Fig. 1: metal 3
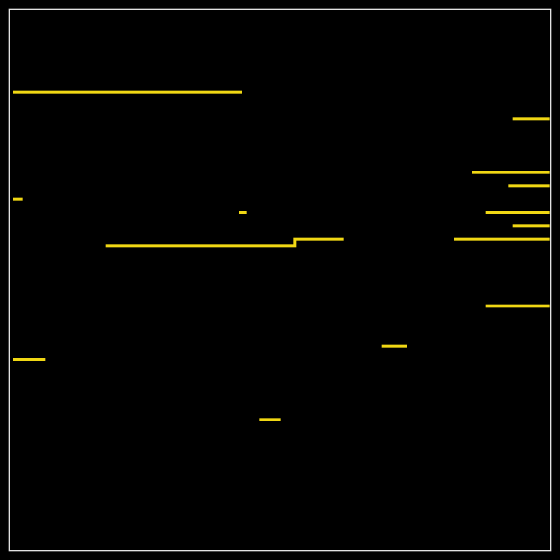
Fig. 2: selected gate families
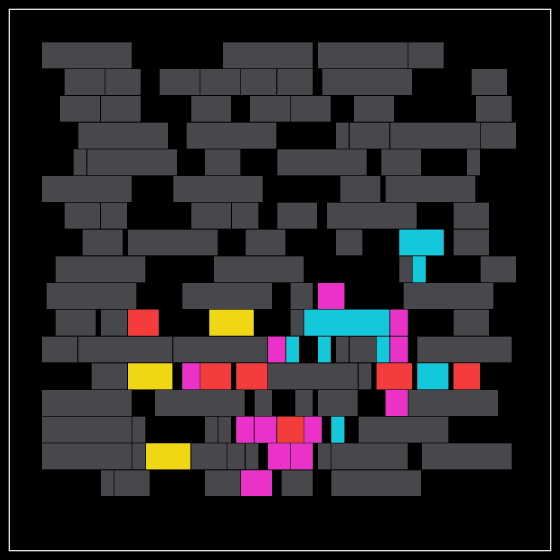
Fig. 3: routing congestion
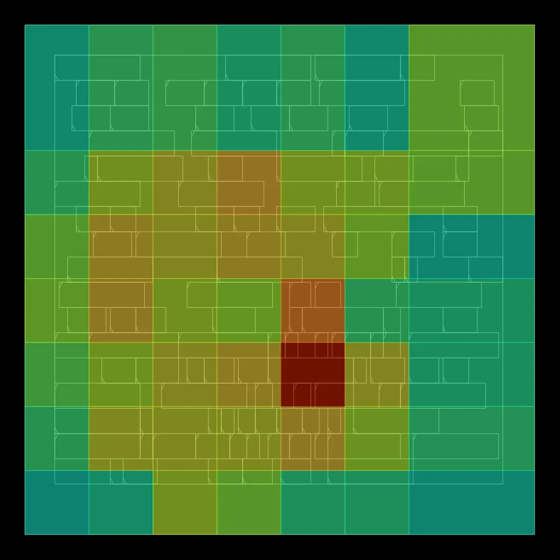
Fig. 4: the metal 2 layer
Scale bar: 20 um.
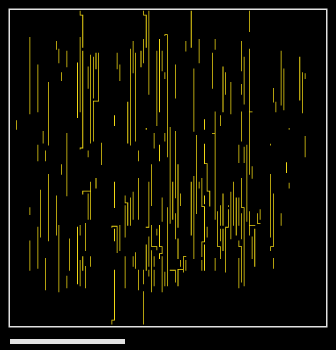
[src/rtl/uart2wifi_core_pkg.sv]
// Shared UART definitions for the uart2wifi core: frame geometry and the
// receiver state encoding, common to the RX stage, TX stage and baud divisor.
package uart2wifi_core_pkg;

  localparam int UART_DATA_BITS  = 8;
  localparam int UART_OVERSAMPLE = 16;

  typedef enum logic [1:0] {
    RX_IDLE,
    RX_START,
    RX_DATA,
    RX_STOP
  } uart_rx_state_t;

endpackage

[src/rtl/uart2wifi_core_uart_rx_if.sv]
// Receiver-to-FIFO/register-block bundle: write strobe and byte toward the
// FIFO, full flag back from it, error pulses and busy toward the registers.
interface uart2wifi_core_uart_rx_if #(
  parameter int DATA_BITS = uart2wifi_core_pkg::UART_DATA_BITS
) ();

  logic                 wr;
  logic [DATA_BITS-1:0] write_data;
  logic                 fifo_full;
  logic                 frame_err;
  logic                 overrun;
  logic                 busy;

  modport master (
    output wr, write_data, frame_err, overrun, busy,
    input  fifo_full
  );

  modport slave (
    input  wr, write_data, frame_err, overrun, busy,
    output fifo_full
  );

endinterface

[src/rtl/uart2wifi_core_sync2.sv]
// Two-flop synchronizer for asynchronous single-bit inputs.
module uart2wifi_core_sync2 #(
  parameter logic RESET_VAL = 1'b1
) (
  input  logic clk,
  input  logic rst,
  input  logic d,
  output logic q
);

  logic meta;

  // Two back-to-back flops; the first one is allowed to go metastable.
  // NOTE: clocked state uses non-blocking assignments so every flop samples
  // the pre-edge value of its neighbours regardless of statement order.
  always_ff @(posedge clk or posedge rst) begin
    if (rst) begin
      meta <= RESET_VAL;
      q    <= RESET_VAL;
    end else begin
      meta <= d;
      q    <= meta;
    end
  end

endmodule

[src/rtl/uart2wifi_core_uart_rx.sv]
// 8N1 UART receiver: oversamples rx on baudtick, deframes one character,
// and emits a one-cycle FIFO write or an error pulse at the stop bit.
module uart2wifi_core_uart_rx
  import uart2wifi_core_pkg::*;
#(
  parameter int DATA_BITS  = UART_DATA_BITS,
  parameter int OVERSAMPLE = UART_OVERSAMPLE
) (
  input  logic                     clk,
  input  logic                     rst,
  input  logic                     baudtick,
  input  logic                     rx,
  uart2wifi_core_uart_rx_if.master rx_if
);

  localparam int TW = $clog2(OVERSAMPLE);
  localparam int BW = $clog2(DATA_BITS);

  localparam logic [TW-1:0] TICK_MID  = TW'(OVERSAMPLE / 2 - 1);
  localparam logic [TW-1:0] TICK_LAST = TW'(OVERSAMPLE - 1);
  localparam logic [BW-1:0] BIT_LAST  = BW'(DATA_BITS - 1);

  logic rx_s;

  uart_rx_state_t       state_q, state_d;
  logic [TW-1:0]        tick_q, tick_d;
  logic [BW-1:0]        bit_q, bit_d;
  logic [DATA_BITS-1:0] shift_q, shift_d;
  logic [DATA_BITS-1:0] wdata_q, wdata_d;
  logic                 armed_q, armed_d;
  logic                 wr_q, wr_d;
  logic                 ferr_q, ferr_d;
  logic                 ovr_q, ovr_d;

  uart2wifi_core_sync2 #(.RESET_VAL(1'b1)) u_sync_rx (
    .clk (clk),
    .rst (rst),
    .d   (rx),
    .q   (rx_s)
  );

  // Next-state, counters, shift register and pulse decisions.
  // NOTE: every variable gets a default at the top so no path leaves it
  // unassigned, which is what keeps this block free of inferred latches.
  always_comb begin
    state_d = state_q;
    tick_d  = tick_q;
    bit_d   = bit_q;
    shift_d = shift_q;
    wdata_d = wdata_q;
    armed_d = armed_q | rx_s;
    wr_d    = 1'b0;
    ferr_d  = 1'b0;
    ovr_d   = 1'b0;

    case (state_q)
      RX_IDLE: begin
        // Edge detection runs every clk, independent of baudtick.
        if (armed_q && !rx_s) begin
          state_d = RX_START;
          tick_d  = '0;
        end
      end

      RX_START: begin
        if (baudtick) begin
          if (tick_q == TICK_MID) begin
            if (!rx_s) begin
              state_d = RX_DATA;
              tick_d  = '0;
              bit_d   = '0;
            end else begin
              state_d = RX_IDLE;  // too short to be a start bit
            end
          end else begin
            tick_d = tick_q + TW'(1);
          end
        end
      end

      RX_DATA: begin
        if (baudtick) begin
          if (tick_q == TICK_LAST) begin
            shift_d = {rx_s, shift_q[DATA_BITS-1:1]};
            tick_d  = '0;
            bit_d   = bit_q + BW'(1);
            if (bit_q == BIT_LAST) state_d = RX_STOP;
          end else begin
            tick_d = tick_q + TW'(1);
          end
        end
      end

      RX_STOP: begin
        if (baudtick) begin
          if (tick_q == TICK_LAST) begin
            state_d = RX_IDLE;
            tick_d  = '0;
            if (rx_s) begin
              if (!rx_if.fifo_full) begin
                wr_d    = 1'b1;
                wdata_d = shift_q;
              end else begin
                ovr_d = 1'b1;
              end
            end else begin
              ferr_d  = 1'b1;
              armed_d = 1'b0;  // a held break must go high before re-arming
            end
          end else begin
            tick_d = tick_q + TW'(1);
          end
        end
      end

      default: state_d = RX_IDLE;
    endcase
  end

  // State and output registers; reset discards any partial frame.
  always_ff @(posedge clk or posedge rst) begin
    if (rst) begin
      state_q <= RX_IDLE;
      tick_q  <= '0;
      bit_q   <= '0;
      shift_q <= '0;
      wdata_q <= '0;
      armed_q <= 1'b1;
      wr_q    <= 1'b0;
      ferr_q  <= 1'b0;
      ovr_q   <= 1'b0;
    end else begin
      state_q <= state_d;
      tick_q  <= tick_d;
      bit_q   <= bit_d;
      shift_q <= shift_d;
      wdata_q <= wdata_d;
      armed_q <= armed_d;
      wr_q    <= wr_d;
      ferr_q  <= ferr_d;
      ovr_q   <= ovr_d;
    end
  end

  assign rx_if.wr         = wr_q;
  assign rx_if.write_data = wdata_q;
  assign rx_if.frame_err  = ferr_q;
  assign rx_if.overrun    = ovr_q;
  assign rx_if.busy       = (state_q != RX_IDLE);

endmodule
[src/flat_wrapper.sv]
// flat-port wrapper written by rule: the top's interface ports become plain ports
module uart2wifi_core_uart_rx_flat import uart2wifi_core_pkg::*;
#(
  parameter int DATA_BITS  = UART_DATA_BITS,
  parameter int OVERSAMPLE = UART_OVERSAMPLE
)
  (clk, rst, baudtick, rx, rx_if_wr, rx_if_write_data, rx_if_frame_err, rx_if_overrun, rx_if_busy, rx_if_fifo_full);
  uart2wifi_core_uart_rx_if #(.DATA_BITS(DATA_BITS)) rx_if_i ();
  input  logic clk;
  input  logic rst;
  input  logic baudtick;
  input  logic rx;
  output wire logic [$bits(rx_if_i.wr)-1:0] rx_if_wr;
  output wire logic [$bits(rx_if_i.write_data)-1:0] rx_if_write_data;
  output wire logic [$bits(rx_if_i.frame_err)-1:0] rx_if_frame_err;
  output wire logic [$bits(rx_if_i.overrun)-1:0] rx_if_overrun;
  output wire logic [$bits(rx_if_i.busy)-1:0] rx_if_busy;
  input wire logic [$bits(rx_if_i.fifo_full)-1:0] rx_if_fifo_full;
  assign rx_if_wr = rx_if_i.wr;
  assign rx_if_write_data = rx_if_i.write_data;
  assign rx_if_frame_err = rx_if_i.frame_err;
  assign rx_if_overrun = rx_if_i.overrun;
  assign rx_if_busy = rx_if_i.busy;
  assign rx_if_i.fifo_full = rx_if_fifo_full;
  uart2wifi_core_uart_rx #(.DATA_BITS(DATA_BITS), .OVERSAMPLE(OVERSAMPLE)) u_core (.clk(clk), .rst(rst), .baudtick(baudtick), .rx(rx), .rx_if(rx_if_i));
endmodule
[config.mk]
export PLATFORM = sky130hd
export DESIGN_NAME = uart2wifi_core_uart_rx_flat
export DESIGN_NICKNAME = d
export VERILOG_FILES = /design/src/rtl/uart2wifi_core_pkg.sv /design/src/rtl/uart2wifi_core_uart_rx_if.sv /design/src/rtl/uart2wifi_core_sync2.sv /design/src/rtl/uart2wifi_core_uart_rx.sv /design/src/flat_wrapper.sv
export SDC_FILE = /design/constraint.sdc
export NUM_CORES = 1
export LEC_CHECK = 0
export CORE_MARGIN = 3
export CORE_UTILIZATION = 57
export CTS_CLUSTER_DIAMETER = 80
export DETAILED_ROUTE_END_ITERATION = 8
export PLACE_DENSITY_LB_ADDON = 0.08
export SYNTH_ARGS = -nofsm -noshare
export SYNTH_HDL_FRONTEND = slang
export SYNTH_SLANG_ARGS = --single-unit
[constraint.sdc]
create_clock -name clk -period 3.65 [get_ports clk]
set_input_delay 0.5475 -clock clk [delete_from_list [all_inputs] [get_ports clk]]
set_output_delay 0.5475 -clock clk [all_outputs]
set_load 0.005 [all_outputs]
==> flow_summary.yaml <==
# synthesis and place-and-route metrics
pwr:
  p_leak_uw: 0.000729
  comb_power_share_pct: 21.4
  power_frac_seq_pct: 56.4
critical_path:
  crit_family: "simple AND/OR/NAND/NOR gates"
  crit_end: "u_core.rx_if.write_data[3]"
  cp_data_arrival_time_ns: 2.48
  r2r_start: "u_core.tick_q[0]"
  crit_chain: "clkdlybuf4s50_1, and3_4, nand4_4, nor3b_2, mux2_2"
  end_kind: "flop"
placed_design:
  place_congestion: 0.813
finish:
  comb_area_share_pct: 33.5
  flops: 31
  fillCellCount: 167
  antenna_cells: 0
yosys:
  syn_inst: 103
  xor_share_pct: 0.642
  yosysMostFrequentCell: "dfrtp_1"
  yosysTopAreaCell: "dfrtp_1"
  top_logic_kind: "multiplexers"
floorplanning:
  pin_count: 17
  fp_util_pct: 61.1
  n_tap_cell: 28
  die-area_um2: 3020
flow_run:
  maxCapViolCount: 0
route:
  wl_met3_um: 95
  dr.max_layer_used: "met4"
  drt-pass1-iter-count: 4
  initialDrtViolationCount: 10
outcome:
  outcome: "finished clean"
timing:
  final-max-slew-violation-count: 0
  period_needed_ns: 2.29
-- Fig. 1 (at the start) --
- share of all routed wire: 4.4%
- nets with wire on the layer: 13
- main direction: horizontal
Vias: 830
routed wire length: 2170 um

-- Fig. 2 (at the start) --
- magenta: aoi and oai cells (cells 12; where south)
- cyan: nor cells (cells 8)
- red: non-inverting ao/oa cells (cells 6)
- yellow: fa/ha/maj cells (cells 3)

-- Fig. 3 (at the start) --
met2 Use GR: 25.2%
met3 GRT Util: 5.63%
Top Usage Layer GRT: met2

-- Fig. 4 (at the start) --
- wire length on this layer: 1030 um
- share of all routed wire: 47%
- nets with wire on the layer: 117
- longest straight run: 21.8 um
- main direction: vertical

Power is estimated from default activity; no workload was simulated.
